### Where the registers sit

Other sequential cells in the stronger gray, the rest of the logic in the fainter gray.
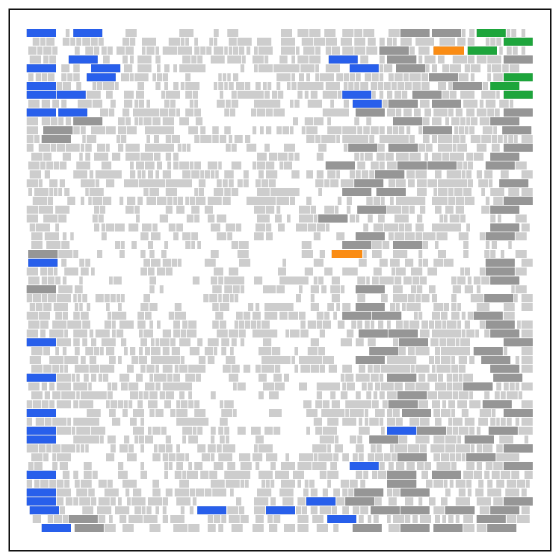
### Layout detail

The bar under the picture is 20 um long. Region (17, 17) to (67, 67) um. Cells in gray, sequential cells in the stronger gray; small squares are vias.
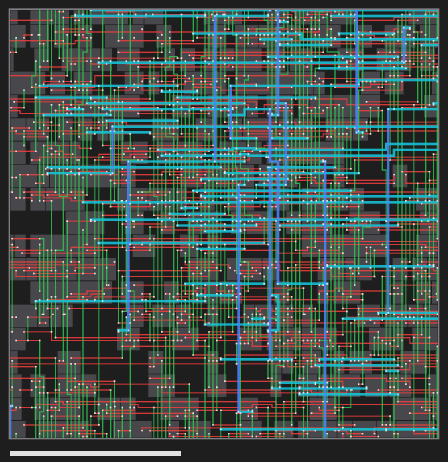
<file path="config.mk">
export PLATFORM = sky130hd
export DESIGN_NAME = alu_multiciclo
export DESIGN_NICKNAME = d
export VERILOG_FILES = /design/src/rtl/alu_multiciclo_pkg.sv /design/src/rtl/alu_divisor.sv /design/src/rtl/alu_multiciclo.sv
export SDC_FILE = /design/constraint.sdc
export NUM_CORES = 1
export LEC_CHECK = 0
export ABC_AREA = 0
export CAP_MARGIN = 20
export CORE_MARGIN = 5
export CORE_UTILIZATION = 60
export DETAILED_ROUTE_END_ITERATION = 8
export PLACE_DENSITY = 0.79
export SYNTH_ARGS = -nofsm -noshare
export SYNTH_HDL_FRONTEND = slang
export SYNTH_HIERARCHICAL = 1
export SYNTH_SLANG_ARGS = --single-unit
</file>
<file path="constraint.sdc">
create_clock -name clk -period 5.4 [get_ports clk]
set_clock_uncertainty 0.05 [all_clocks]
set_input_delay 0.81 -clock clk [delete_from_list [all_inputs] [get_ports clk]]
set_output_delay 0.81 -clock clk [all_outputs]
set_load 0.05 [all_outputs]
</file>
<file path="src/rtl/alu_multiciclo_pkg.sv">
// Shared definitions for the multi-cycle ALU: operation select codes,
// FSM states and the "is this an iterative op" helper.
// Honours ALU_DIV_EN: without it the divide code is not treated as iterative.
package alu_multiciclo_pkg;

  localparam logic [3:0] ALU_ADD = 4'h0;
  localparam logic [3:0] ALU_SUB = 4'h1;
  localparam logic [3:0] ALU_MUL = 4'h2;
  localparam logic [3:0] ALU_DIV = 4'h3;
  localparam logic [3:0] ALU_AND = 4'h4;
  localparam logic [3:0] ALU_OR  = 4'h5;
  localparam logic [3:0] ALU_XOR = 4'h6;
  localparam logic [3:0] ALU_NOT = 4'h7;
  localparam logic [3:0] ALU_SLT = 4'h8;

  typedef enum logic [1:0] {
    IDLE = 2'd0,
    CALC = 2'd1,
    FIN  = 2'd2
  } state_t;

  // Ops that take WIDTH iterations in CALC instead of finishing at accept.
  function automatic logic is_iter(input logic [3:0] s);
`ifdef ALU_DIV_EN
    return (s == ALU_MUL) || (s == ALU_DIV);
`else
    return (s == ALU_MUL);
`endif
  endfunction

endpackage

</file>
<file path="src/rtl/alu_divisor.sv">
// Iterative restoring divider, one quotient bit per step, WIDTH steps.
// Only compiled when ALU_DIV_EN is defined.
// quotient is the value the quotient register takes after the current
// step, so the parent can capture the final answer on the last step edge.
`ifdef ALU_DIV_EN
module alu_divisor #(
  parameter int WIDTH = 32
) (
  input  logic             clk,
  input  logic             rst_n,
  input  logic             load,
  input  logic             step,
  input  logic [WIDTH-1:0] dividend,
  input  logic [WIDTH-1:0] divisor,
  output logic [WIDTH-1:0] quotient
);

  logic [WIDTH-1:0] rem, quo, dvs;
  logic [WIDTH:0]   shifted, diff;
  logic             ge;
  logic [WIDTH-1:0] rem_nxt;

  // One restoring step: shift in next dividend bit, trial subtract.
  always_comb begin
    shifted  = {rem, quo[WIDTH-1]};
    diff     = shifted - {1'b0, dvs};
    ge       = ~diff[WIDTH];
    rem_nxt  = ge ? diff[WIDTH-1:0] : shifted[WIDTH-1:0];
    quotient = {quo[WIDTH-2:0], ge};
  end

  // Partial remainder / quotient registers.
  always_ff @(posedge clk or negedge rst_n) begin
    if (!rst_n) begin
      rem <= '0;
      quo <= '0;
      dvs <= '0;
    end else if (load) begin
      rem <= '0;
      quo <= dividend;
      dvs <= divisor;
    end else if (step) begin
      rem <= rem_nxt;
      quo <= quotient;
    end
  end

endmodule
`endif

</file>
<file path="src/rtl/alu_multiciclo.sv">
// Multi-cycle ALU: single-cycle add/sub/logic/slt, WIDTH-step shift-add MUL
// and (with ALU_DIV_EN) WIDTH-step restoring DIV. start/busy/done handshake.
// Without ALU_DIV_EN the divide code is reported as illegal and
// div_by_zero stays 0.
module alu_multiciclo
  import alu_multiciclo_pkg::*;
#(
  parameter int WIDTH = 32
) (
  input  logic             clk,
  input  logic             rst_n,
  input  logic             start,
  input  logic [3:0]       sel,
  input  logic [WIDTH-1:0] a,
  input  logic [WIDTH-1:0] b,
  output logic [WIDTH-1:0] result,
  output logic             zero,
  output logic             busy,
  output logic             done,
  output logic             illegal_op,
  output logic             div_by_zero
);

  localparam int CW = $clog2(WIDTH + 1);

  state_t           state, state_nxt;
  logic [CW-1:0]    count;
  logic             accept, iterate, last;
  logic [WIDTH-1:0] mcand, mplier, acc, acc_nxt;
  logic [WIDTH-1:0] simple_res, iter_res;
  logic             simple_ill;

  // State register.
  always_ff @(posedge clk or negedge rst_n) begin
    if (!rst_n) state <= IDLE;
    else        state <= state_nxt;
  end

  // Next state and per-cycle control strobes.
  always_comb begin
    state_nxt = state;
    accept    = 1'b0;
    iterate   = 1'b0;
    last      = 1'b0;
    case (state)
      IDLE: if (start) begin
        accept    = 1'b1;
        state_nxt = is_iter(sel) ? CALC : FIN;
      end
      CALC: begin
        iterate = 1'b1;
        if (count == CW'(1)) begin
          last      = 1'b1;
          state_nxt = FIN;
        end
      end
      FIN:     state_nxt = IDLE;
      default: state_nxt = IDLE;
    endcase
  end

  assign busy = (state != IDLE);
  assign done = (state == FIN);

  // Single-cycle ops, evaluated directly on the live operands at accept.
  always_comb begin
    simple_res = '0;
    simple_ill = 1'b0;
    case (sel)
      ALU_ADD: simple_res = a + b;
      ALU_SUB: simple_res = a - b;
      ALU_AND: simple_res = a & b;
      ALU_OR:  simple_res = a | b;
      ALU_XOR: simple_res = a ^ b;
      ALU_NOT: simple_res = ~a;
      ALU_SLT: simple_res = {{(WIDTH-1){1'b0}}, ($signed(a) < $signed(b))};
      default: simple_ill = 1'b1;
    endcase
  end

  // Shift-add step: add the shifted multiplicand when the multiplier LSB is set.
  assign acc_nxt = acc + (mplier[0] ? mcand : '0);

`ifdef ALU_DIV_EN
  logic [3:0]       op;
  logic             b_zero;
  logic [WIDTH-1:0] div_q;

  alu_divisor #(.WIDTH(WIDTH)) u_div (
    .clk      (clk),
    .rst_n    (rst_n),
    .load     (accept && (sel == ALU_DIV)),
    .step     (iterate && (op == ALU_DIV)),
    .dividend (a),
    .divisor  (b),
    .quotient (div_q)
  );

  // Remember which iterative op is running and whether it divides by zero.
  always_ff @(posedge clk or negedge rst_n) begin
    if (!rst_n) begin
      op     <= '0;
      b_zero <= 1'b0;
    end else if (accept) begin
      op     <= sel;
      b_zero <= (b == '0);
    end
  end

  assign iter_res = (op == ALU_DIV) ? (b_zero ? '1 : div_q) : acc_nxt;

  // Divide-by-zero flag: cleared on accept, raised when a DIV by 0 completes.
  always_ff @(posedge clk or negedge rst_n) begin
    if (!rst_n)       div_by_zero <= 1'b0;
    else if (accept)  div_by_zero <= 1'b0;
    else if (last)    div_by_zero <= (op == ALU_DIV) && b_zero;
  end
`else
  assign iter_res    = acc_nxt;
  assign div_by_zero = 1'b0;
`endif

  // Datapath: operand capture, multiplier iterations and result/flag update.
  always_ff @(posedge clk or negedge rst_n) begin
    if (!rst_n) begin
      count      <= '0;
      mcand      <= '0;
      mplier     <= '0;
      acc        <= '0;
      result     <= '0;
      zero       <= 1'b0;
      illegal_op <= 1'b0;
    end else if (accept) begin
      count      <= CW'(WIDTH);
      mcand      <= a;
      mplier     <= b;
      acc        <= '0;
      illegal_op <= 1'b0;
      if (!is_iter(sel)) begin
        result     <= simple_res;
        zero       <= (simple_res == '0);
        illegal_op <= simple_ill;
      end
    end else if (iterate) begin
      count  <= count - CW'(1);
      acc    <= acc_nxt;
      mcand  <= mcand << 1;
      mplier <= mplier >> 1;
      if (last) begin
        result <= iter_res;
        zero   <= (iter_res == '0);
      end
    end
  end

endmodule
</file>
==> results.py <==
# Metrics from the implementation run
metrics = {
    "outcome": {
        "status": "completed",
    },
    "power_and_ir_drop": {
        "p_sw_uw": 2440,
        "power_frac_comb_pct": 47.0,
        "irDropWorstVdd_mv": 0.260,
        "swShare_pct": 46.0,
        "maxPowerGroup": "combinational cells",
        "power_uw": 5290,
    },
    "worst_setup_path": {
        "critPathLaunch": "a[14]",
        "critPathTopFamily": "AND-OR/OR-AND gates",
        "critical_path_arrival_ns": 5.28,
        "ff2ff_path_depth": 14,
        "path_class": "input port to flop",
        "crit_slowest_cell": "clkdlybuf4s50_1",
        "critical_path_buf_inv_count": 2,
        "cp-endpoint": "zero$_DFFE_PN0P_",
        "rr_startpoint": "mplier[0]$_DFFE_PN0P_",
        "regToRegEndpoint": "zero$_DFFE_PN0P_",
        "cp-start-kind": "input port",
        "end_kind": "flop",
    },
    "finish": {
        "final_cells": 2245,
        "seq_cells": 138,
        "inv_count": 123,
        "num-nets-final": 2128,
        "clock_buffers": 18,
        "clkCellAreaFrac_pct": 3.50,
        "syn_to_final_growth_pct": 13.4,
        "layout.cells.most_common": "a21oi_1",
        "design_area_sq_um": 16600,
        "dominant_cells": "multi-input combinational cells",
        "logic_area_sq_um": 10200,
        "lay_top_cells": "182 x a21oi_1, 179 x o21ai_0, 146 x ha_1",
    },
    "yosys": {
        "yosys_area_sq_um": 14600,
        "ys_seq_share_pct": 23.6,
        "xor_share_pct": 2.45,
        "mux_share_pct": 3.72,
        "yosys_warnings": 6,
        "ys_cells": 1844,
        "common_cells": "183 x a21oi_1, 179 x o21ai_0, 146 x ha_1",
        "ff_type": "dfrtp_1",
        "top_area_cell": "dfrtp_1",
        "simple_gate_share_pct": 18.7,
        "syn_avg_cell_area_sq_um": 7.94,
        "synth-edff-count": 0,
        "ys_ff": 138,
        "synth.logic.top_family": "AND-OR/OR-AND gates",
        "fa_ha_area_share_pct": 12.9,
    },
    "routing": {
        "highest_layer": "met5",
        "route.met3.wl_um": 5470,
        "post_drt_wl_per_cell_um": 23.5,
        "drt.antenna.violating_nets": 0,
        "met1_length_um": 21700,
        "post-route-drc-count": 0,
        "drt_wl_total_um": 52900,
        "first_pass_iters": 7,
    },
    "flow_run": {
        "warning_count": 108,
    },
    "global_route": {
        "grt_pass1_wl_um": 83500,
        "grt-ovfl-total": 0,
        "grt_util_met1_pct": 51.5,
        "grt_max_degree": 85,
        "top_usage_layer": "met2",
        "met3_usage_pct": 7.31,
        "grtUsageTotal_pct": 37.2,
        "grt_pass1_vias": 14900,
    },
    "cts": {
        "post_cts_buffers": 0,
        "clkSinkCount": 138,
        "h-tree-depth": 4,
        "clk_pin_slew_worst_paths_ns": 0.08,
        "cts_hold_buffers": 0,
        "cts_buffer_depth": 2,
        "worstSkewPairLatency_ns": 0.45,
        "ctsResizeCount": 0,
    },
    "floorplanning": {
        "tapCellCount": 324,
        "die_h_um": 166,
        "rows": 57,
        "coreArea_sq_um": 24200,
        "dieArea_sq_um": 27600,
    },
    "timing": {
        "fmax_mhz": 202,
        "rsz0062_at_grt": "false",
        "hold_viol": 0,
        "setup_tns_ns": 0,
        "whs_ns": 0.192,
        "tightest_slew_ns": 1.04,
        "max_slew_margin_pct": 30.9,
        "fin_crit_ns": 4.95,
    },
    "placement": {
        "dp_hpwl_um": 39800,
        "dp_slack_ns": 0.177,
        "place_area_sq_um": 16000,
        "port_buffers": 106,
        "numPlacedInstances": 2213,
    },
}
Back to the opening pictures, 'Where the registers sit':
| color | name in the netlist | sequential cells |
|---|---|---|
| green | count | 6 |
| orange | state | 2 |
| blue | mplier | 32 |
not colored: 98
Seq/total area: 20.8%
sequential logic power: 1580 uW
post-layout util: 68.7%
Reg area: 3460 sq um

Back to the opening pictures, 'Layout detail':
| color | layer |
|---|---|
| red | M1 |
| green | M2 |
| cyan | M3 |
| blue | M4 |
sequential cells in the window: 0
cells with their middle in the window: 228
most frequent: a21oi_1 (26), nor2_1 (21)

Power is estimated from default activity; no workload was simulated.
